**src/rtl/sseg_pkg.sv**
```systemverilog
// Shared constants and types for the seven-segment display driver.
// Segment patterns are {g,f,e,d,c,b,a}, active low.
package sseg_pkg;

    localparam int NUM_DIG = 3;

    localparam logic [6:0] SEG_0    = 7'h40;
    localparam logic [6:0] SEG_1    = 7'h79;
    localparam logic [6:0] SEG_2    = 7'h24;
    localparam logic [6:0] SEG_3    = 7'h30;
    localparam logic [6:0] SEG_4    = 7'h19;
    localparam logic [6:0] SEG_5    = 7'h12;
    localparam logic [6:0] SEG_6    = 7'h02;
    localparam logic [6:0] SEG_7    = 7'h78;
    localparam logic [6:0] SEG_8    = 7'h00;
    localparam logic [6:0] SEG_9    = 7'h10;
    localparam logic [6:0] SEG_DASH = 7'h3F;
    localparam logic [6:0] SEG_OFF  = 7'h7F;

    typedef enum logic [1:0] {
        S_D0 = 2'd0,
        S_D1 = 2'd1,
        S_D2 = 2'd2
    } scan_t;

endpackage

```
**src/rtl/sseg_mux_driver_dec.sv**
```systemverilog
// BCD to active-low seven-segment decoder.
// Non-BCD codes render as a dash so bad data is visible.
module bcd_to_sseg
    import sseg_pkg::*;
(
    input  logic [3:0] bcd,
    output logic [6:0] seg
);

    // Pure lookup; anything above 9 shows the middle bar only.
    always_comb begin
        seg = SEG_DASH;
        case (bcd)
            4'd0: seg = SEG_0;
            4'd1: seg = SEG_1;
            4'd2: seg = SEG_2;
            4'd3: seg = SEG_3;
            4'd4: seg = SEG_4;
            4'd5: seg = SEG_5;
            4'd6: seg = SEG_6;
            4'd7: seg = SEG_7;
            4'd8: seg = SEG_8;
            4'd9: seg = SEG_9;
            default: seg = SEG_DASH;
        endcase
    end

endmodule

```
**src/rtl/sseg_mux_driver.sv**
```systemverilog
// Three-digit multiplexed common-anode display driver with
// snapshot, anti-ghost blanking and leading-zero suppression.
module sseg_mux_driver
    import sseg_pkg::*;
#(
    parameter int DVSR      = 100000,
    parameter int BLANK_CYC = 4,
    parameter int DP_POS    = 1
) (
    input  logic       clk,
    input  logic       rst_n,
    input  logic [3:0] d2,
    input  logic [3:0] d1,
    input  logic [3:0] d0,
    input  logic       load,
    input  logic       blank_lz,
    output logic [2:0] an,
    output logic [6:0] seg,
    output logic       dp
);

    localparam int CW = $clog2(DVSR);
    localparam logic [CW-1:0] CNT_MAX = CW'(DVSR - 1);
    localparam logic [CW-1:0] BLK     = CW'(BLANK_CYC);
    localparam logic [1:0]    DPS     = 2'(DP_POS);

    logic [CW-1:0]              cnt;
    logic                       tick;
    scan_t                      state;
    scan_t                      state_nx;
    logic [1:0]                 sel;
    logic [NUM_DIG-1:0][3:0]    sh;
    logic [3:0]                 cur;
    logic [6:0]                 cur_seg;
    logic                       lz;
    logic                       active;
    logic [2:0]                 an_nx;
    logic [6:0]                 seg_nx;
    logic                       dp_nx;

    assign tick = (cnt == CNT_MAX);
    assign sel  = state;

    // Slot timer: one full period per digit.
    always_ff @(posedge clk or negedge rst_n) begin
        if (!rst_n)    cnt <= '0;
        else if (tick) cnt <= '0;
        else           cnt <= cnt + 1'b1;
    end

    // Scan state register.
    always_ff @(posedge clk or negedge rst_n) begin
        if (!rst_n) state <= S_D0;
        else        state <= state_nx;
    end

    // Rotate through the digits at the end of each slot.
    always_comb begin
        state_nx = state;
        if (tick) begin
            case (state)
                S_D0:    state_nx = S_D1;
                S_D1:    state_nx = S_D2;
                default: state_nx = S_D0;
            endcase
        end
    end

    // Snapshot: only a load strobe lets new digits reach the display.
    always_ff @(posedge clk or negedge rst_n) begin
        if (!rst_n) begin
            sh <= '0;
        end else if (load) begin
            sh[2] <= d2;
            sh[1] <= d1;
            sh[0] <= d0;
        end
    end

    // Pick the digit for the current slot and decide if it is hidden.
    always_comb begin
        cur = sh[0];
        lz  = 1'b0;
        case (state)
            S_D1: begin
                cur = sh[1];
                lz  = blank_lz && (DPS < 2'd1)
                      && (sh[2] == 4'd0) && (sh[1] == 4'd0);
            end
            S_D2: begin
                cur = sh[2];
                lz  = blank_lz && (DPS < 2'd2) && (sh[2] == 4'd0);
            end
            default: begin
                cur = sh[0];
                lz  = 1'b0;
            end
        endcase
    end

    bcd_to_sseg u_dec (
        .bcd (cur),
        .seg (cur_seg)
    );

    // Next pin values; anodes stay off during the blanking window.
    always_comb begin
        active = (cnt >= BLK) && !lz;
        an_nx  = active ? ~(3'b001 << sel) : 3'b111;
        seg_nx = active ? cur_seg : SEG_OFF;
        dp_nx  = ~(active && (sel == DPS));
    end

    // Registered pins so no decode glitches reach the board.
    always_ff @(posedge clk or negedge rst_n) begin
        if (!rst_n) begin
            an  <= 3'b111;
            seg <= SEG_OFF;
            dp  <= 1'b1;
        end else begin
            an  <= an_nx;
            seg <= seg_nx;
            dp  <= dp_nx;
        end
    end

endmodule

```
**config.mk**
```make
export PLATFORM = sky130hd
export DESIGN_NAME = sseg_mux_driver
export DESIGN_NICKNAME = d
export VERILOG_FILES = /design/src/rtl/sseg_pkg.sv /design/src/rtl/sseg_mux_driver_dec.sv /design/src/rtl/sseg_mux_driver.sv
export SDC_FILE = /design/constraint.sdc
export NUM_CORES = 1
export LEC_CHECK = 0
export ABC_AREA = 1
export CAP_MARGIN = 15
export CORE_AREA = 2 2 77 79
export DETAILED_ROUTE_END_ITERATION = 10
export DIE_AREA = 0 0 79 81
export DONT_BUFFER_PORTS = 1
export PLACE_DENSITY = 0.56
export SETUP_SLACK_MARGIN = 0.05
export SYNTH_ARGS = -nofsm -noshare
export SYNTH_HDL_FRONTEND = slang
export SYNTH_HIERARCHICAL = 1
export SYNTH_SLANG_ARGS = --single-unit
```
**constraint.sdc**
```tcl
create_clock -name clk -period 4.35 [get_ports clk]
set_input_delay 0.6525 -clock clk [delete_from_list [all_inputs] [get_ports clk]]
set_output_delay 0.6525 -clock clk [all_outputs]
set_load 0.03 [all_outputs]
```
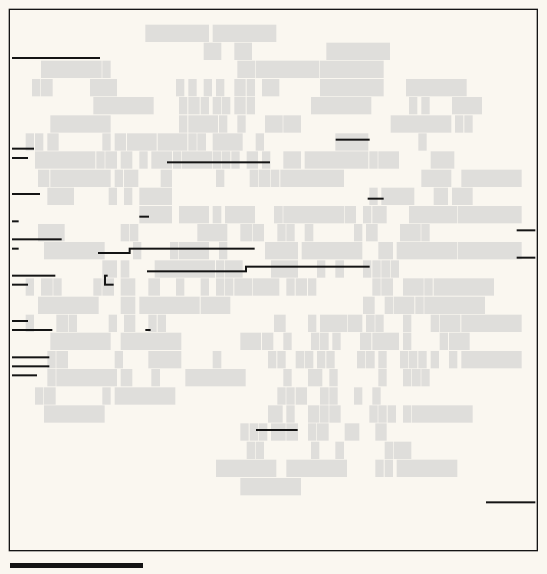
*The metal 3 layer*
Bar = 20 um.
share of all routed wire: 3.9%
main direction: horizontal
longest straight run: 18.6 um
nets with wire on the layer: 21
wire length on this layer: 163 um
total detailed-routing wirelength: 4152 um
met3 capacity usage during global routing: 3.778%
vias after detailed routing: 1626

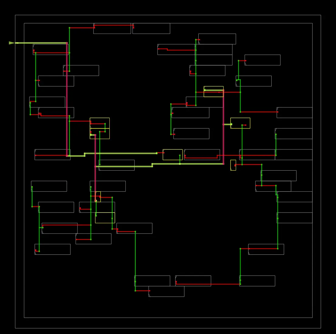
*Clock nets*
Final Skew: 10.55 ps
worst-skew pair later-pin latency: 290 ps
number of flip-flops and latches: 41

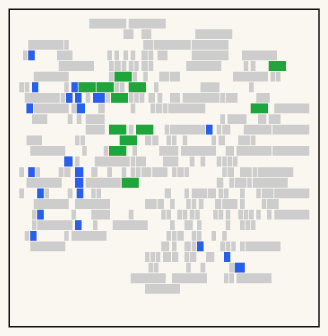
*Gate-type map*
legend:
  blue:
    family: inverting AOI/OAI gates
    cells: 21
    most_used: o21ai_0
  green:
    family: adder and majority cells
    cells: 12
    most_used: ha_1
final instance count without filler cells: 351
commonest non-fill, non-tap cell in the layout: sky130_fd_sc_hd__nand2_1

==> impl_table.tex <==
% Table of physical implementation metrics
\begin{tabular}{lr}
\hline
Metric & Value \\
\hline
\multicolumn{2}{l}{\textbf{Final layout}} \\
\quad Filler cell count in the final layout & 585 \\
\quad Area Growth Syn to Fin & 7.529\% \\
\quad Core Util, Final & 42.50\% \\
\quad Diode count & 0 \\
\quad Count of nets after finishing & 303 \\
\multicolumn{2}{l}{\textbf{Critical path}} \\
\quad Startpoint types & flop \\
\quad Category of cells accounting for the largest share of critical-path delay & adder cells \\
\quad Cell Chain, Critical Path & inv\_1 > ha\_1 > nor2\_1 > a31oi\_1 > inv\_1 > ha\_1 > nand2\_1 > nand3\_1 > nand2\_1 > nand3b\_1 \\
\quad Maximum fanout encountered on the critical timing path & 8 \\
\quad Number of buffers and inverters on the critical path & 2 \\
\quad Start-to-end type of the worst setup path & flop to flop \\
\quad Highest cell delay on the worst timing path & 410 ps \\
\quad Endpoint class of the critical path & flop \\
\multicolumn{2}{l}{\textbf{GRT}} \\
\quad Remaining Overflow, GRT & 0 \\
\quad Largest net degree at the start of global routing & 42 \\
\quad Global-route wire length before repair & 7389 um \\
\quad Number of global-route vias before repair & 1634 \\
\quad Initial antenna violation count & 0 \\
\multicolumn{2}{l}{\textbf{Place}} \\
\quad Input/output buffers & 0 \\
\quad Placed Cells & 343 \\
\multicolumn{2}{l}{\textbf{Yosys}} \\
\quad Number of cell instances after yosys synthesis & 271 \\
\quad Synthesized Nets & 299 \\
\quad Most common cell in the netlist & sky130\_fd\_sc\_hd\_\_nand2\_1 \\
\quad Commonest cells in the netlist & 60 x sky130\_fd\_sc\_hd\_\_nand2\_1, 44 x sky130\_fd\_sc\_hd\_\_inv\_1, 32 x sky130\_fd\_sc\_hd\_\_nor2\_1 \\
\quad Top cell area share & 34.58\% \\
\quad Share of synthesized registers carrying an async set or reset & 100.0\% \\
\quad Number of flops mapped to enable cells by yosys & 0 \\
\quad Mean cell area of the mapped netlist & 8.278 um\^{}2 \\
\quad Count of cell types in the netlist & 29 \\
\quad Post-synth regs & 41 \\
\quad Post-synth top area cell & sky130\_fd\_sc\_hd\_\_dfrtp\_1 \\
\quad Yosys stat area & 2243 um\^{}2 \\
\quad Sequential fraction of the synthesis area & 46.29\% \\
\multicolumn{2}{l}{\textbf{Pwr}} \\
\quad Largest voltage drop on the vdd net & 0.1429 mV \\
\quad Internal power contribution & 0.0005616 W \\
\quad Net switching power of the design & 0.0001866 W \\
\quad Static Leak & 1.210 nW \\
\quad Sw frac & 24.94\% \\
\quad Combinational cell fraction of total power & 6.9\% \\
\quad Sequential Power Share & 58.8\% \\
\multicolumn{2}{l}{\textbf{Clocking}} \\
\quad Count of hold buffers inserted by post-cts repair & 0 \\
\quad TritonCTS Buffers & 5 \\
\quad Clock-pin slew of the registers on the worst-case setup and hold paths & 80 ps \\
\quad Clock tree buffer depth & 2 \\
\quad Post-CTS setup-driven buffer insertion count & 0 \\
\quad Library cell used as clock root buffer & sky130\_fd\_sc\_hd\_\_clkbuf\_8 \\
\multicolumn{2}{l}{\textbf{Drt}} \\
\quad Vias per cell & 4.632 \\
\quad Post-route antenna net violation count & 0 \\
\quad First-pass iteration count of the detailed router & 4 \\
\quad Violation count after the first detailed-route iteration & 84 \\
\multicolumn{2}{l}{\textbf{Die}} \\
\quad Core Box Area & 5675 um\^{}2 \\
\quad I/O pin total & 27 \\
\quad Die X & 79 um \\
\quad FP Rows & 28 \\
\quad Die height & 81 um \\
\quad Fraction of the core area occupied by cells at floorplan & 39.53\% \\
\multicolumn{2}{l}{\textbf{Final timing}} \\
\quad Fin worst setup slack & 2163 ps \\
\quad Post-route minimum period & 2187 ps \\
\quad Relative slew slack & 45.51\% \\
\quad Least-Margin Pin Slew & 808.8 ps \\
\quad Achievable frequency & 457.2 MHz \\
\quad Setup repair after global routing missed its margin & false \\
\quad Total negative slack for setup checks & 0 ps \\
\quad Final critical-path share of the clock period & 50.28\% \\
\multicolumn{2}{l}{\textbf{Flow run}} \\
\quad Number of logged tool warnings & 36 \\
\multicolumn{2}{l}{\textbf{Outcome}} \\
\quad Status & complete, no violations \\
\hline
\end{tabular}
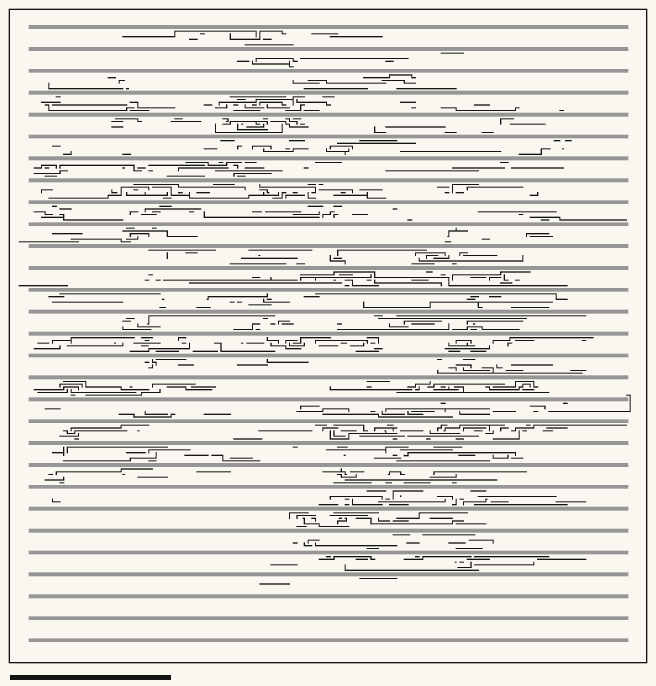
*The metal 1 layer*
Bar = 20 um. Supply wires on this layer in grey.
main direction: horizontal
wire length on this layer: 2050 um
met1 Track Usage GR: 19.93%

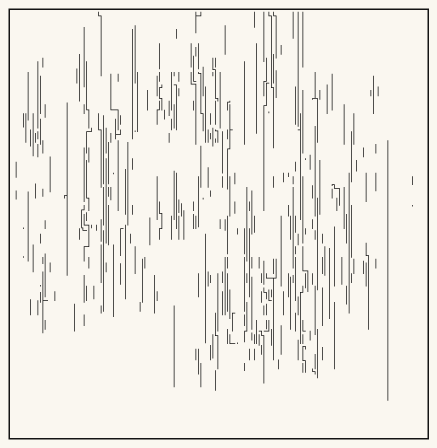
*The metal 2 layer*
share of all routed wire: 45%
nets with wire on the layer: 227
longest straight run: 49.1 um
wire length on this layer: 1870 um
met2 usage in global routing: 23.64%

==> logic make-up after synthesis <==
family | share of synthesized area (%)
AND-OR/OR-AND | 5.187
flip-flops | 46.29
XOR/XNOR | 3.123
buffers and inverters | 8.533
adder cells (fa/ha/maj) | 6.693
multiplexers | 1.506
AND/OR/NAND/NOR | 28.67
==> power by group through the flow <==
stage	combinational (W)	clock [W]	sequential, W
2_1_floorplan	0.0000448	0	0.000444
5_1_grt	0.0000633	0.000283	0.000443
4_1_cts	0.0000523	0.000266	0.000440
3_3_place_gp	0.0000519	0	0.000447
6_report	0.0000520	0.000257	0.000440
3_5_place_dp	0.0000523	0	0.000448
==> state kept, by name, summed over array words and instances, names as in the netlist <==
signal	flops
an	3
cnt	17
seg	7
sel	2
sh	12
==> cell usage in the layout, fill, tap and decap left out, types with 6 or more instances in the layout <==
master                     synthesis  final
sky130_fd_sc_hd__nand3_1          18     18
sky130_fd_sc_hd__nand2_1          60     60
sky130_fd_sc_hd__o21ai_0          14     14
sky130_fd_sc_hd__dfstp_2          10     10
sky130_fd_sc_hd__inv_1            44     44
sky130_fd_sc_hd__clkbuf_8          0      6
sky130_fd_sc_hd__nand3b_1          9      9
sky130_fd_sc_hd__nor2_1           32     32
sky130_fd_sc_hd__xor2_1            7      7
sky130_fd_sc_hd__dfrtp_1          31     31
sky130_fd_sc_hd__ha_1             12     12
==> final timing paths <==
check                                    end  slack [ps]  depth (start not counted)          startpoint
setup / recovery            seg[3]$_DFF_PN1_        2160                         10  sel[0]$_DFFE_PN0N_
hold / removal             cnt[10]$_DFF_PN0_          40                          0               rst_n
setup reg to reg            seg[3]$_DFF_PN1_        2160                         10  sel[0]$_DFFE_PN0N_
hold reg to reg             cnt[0]$_DFF_PN0_         500                          1    cnt[0]$_DFF_PN0_
max in group asynchronous   seg[5]$_DFF_PN1_        4110                          0               rst_n
min in group clk           sh[0]$_DFFE_PN0P_         460                          1                load
==> through the flow <==
step / total power [W] / cell area, um^2
finish: 0.0007483 / 2412
global route: 0.0007886 / 2412
CTS: 0.0007584 / 2412
detailed placement: 0.0004999 / 2322
global placement: 0.0004992 / 2322
floorplan: 0.0004893 / 2243
==> routing by layer <==
layer | wire length (um) | up-vias | track usage [%]
li1 | - | 847 | -
met1 | 2053 | 741 | 19.93
met2 | 1870 | 30 | 23.64
met3 | 162 | 8 | 3.778
met4 | 65 | 0 | 5.517
met5 | 0 | - | 0
==> layout make-up <==
class | instances | area share, %
well taps | 75 | 3.890
clock buffers | 8 | 3.734
inverters | 47 | 7.313
multi-input cells | 180 | 42.01
flip-flops and latches | 41 | 43.05
Power figures rest on the tool's default switching activity, not on a simulated workload.
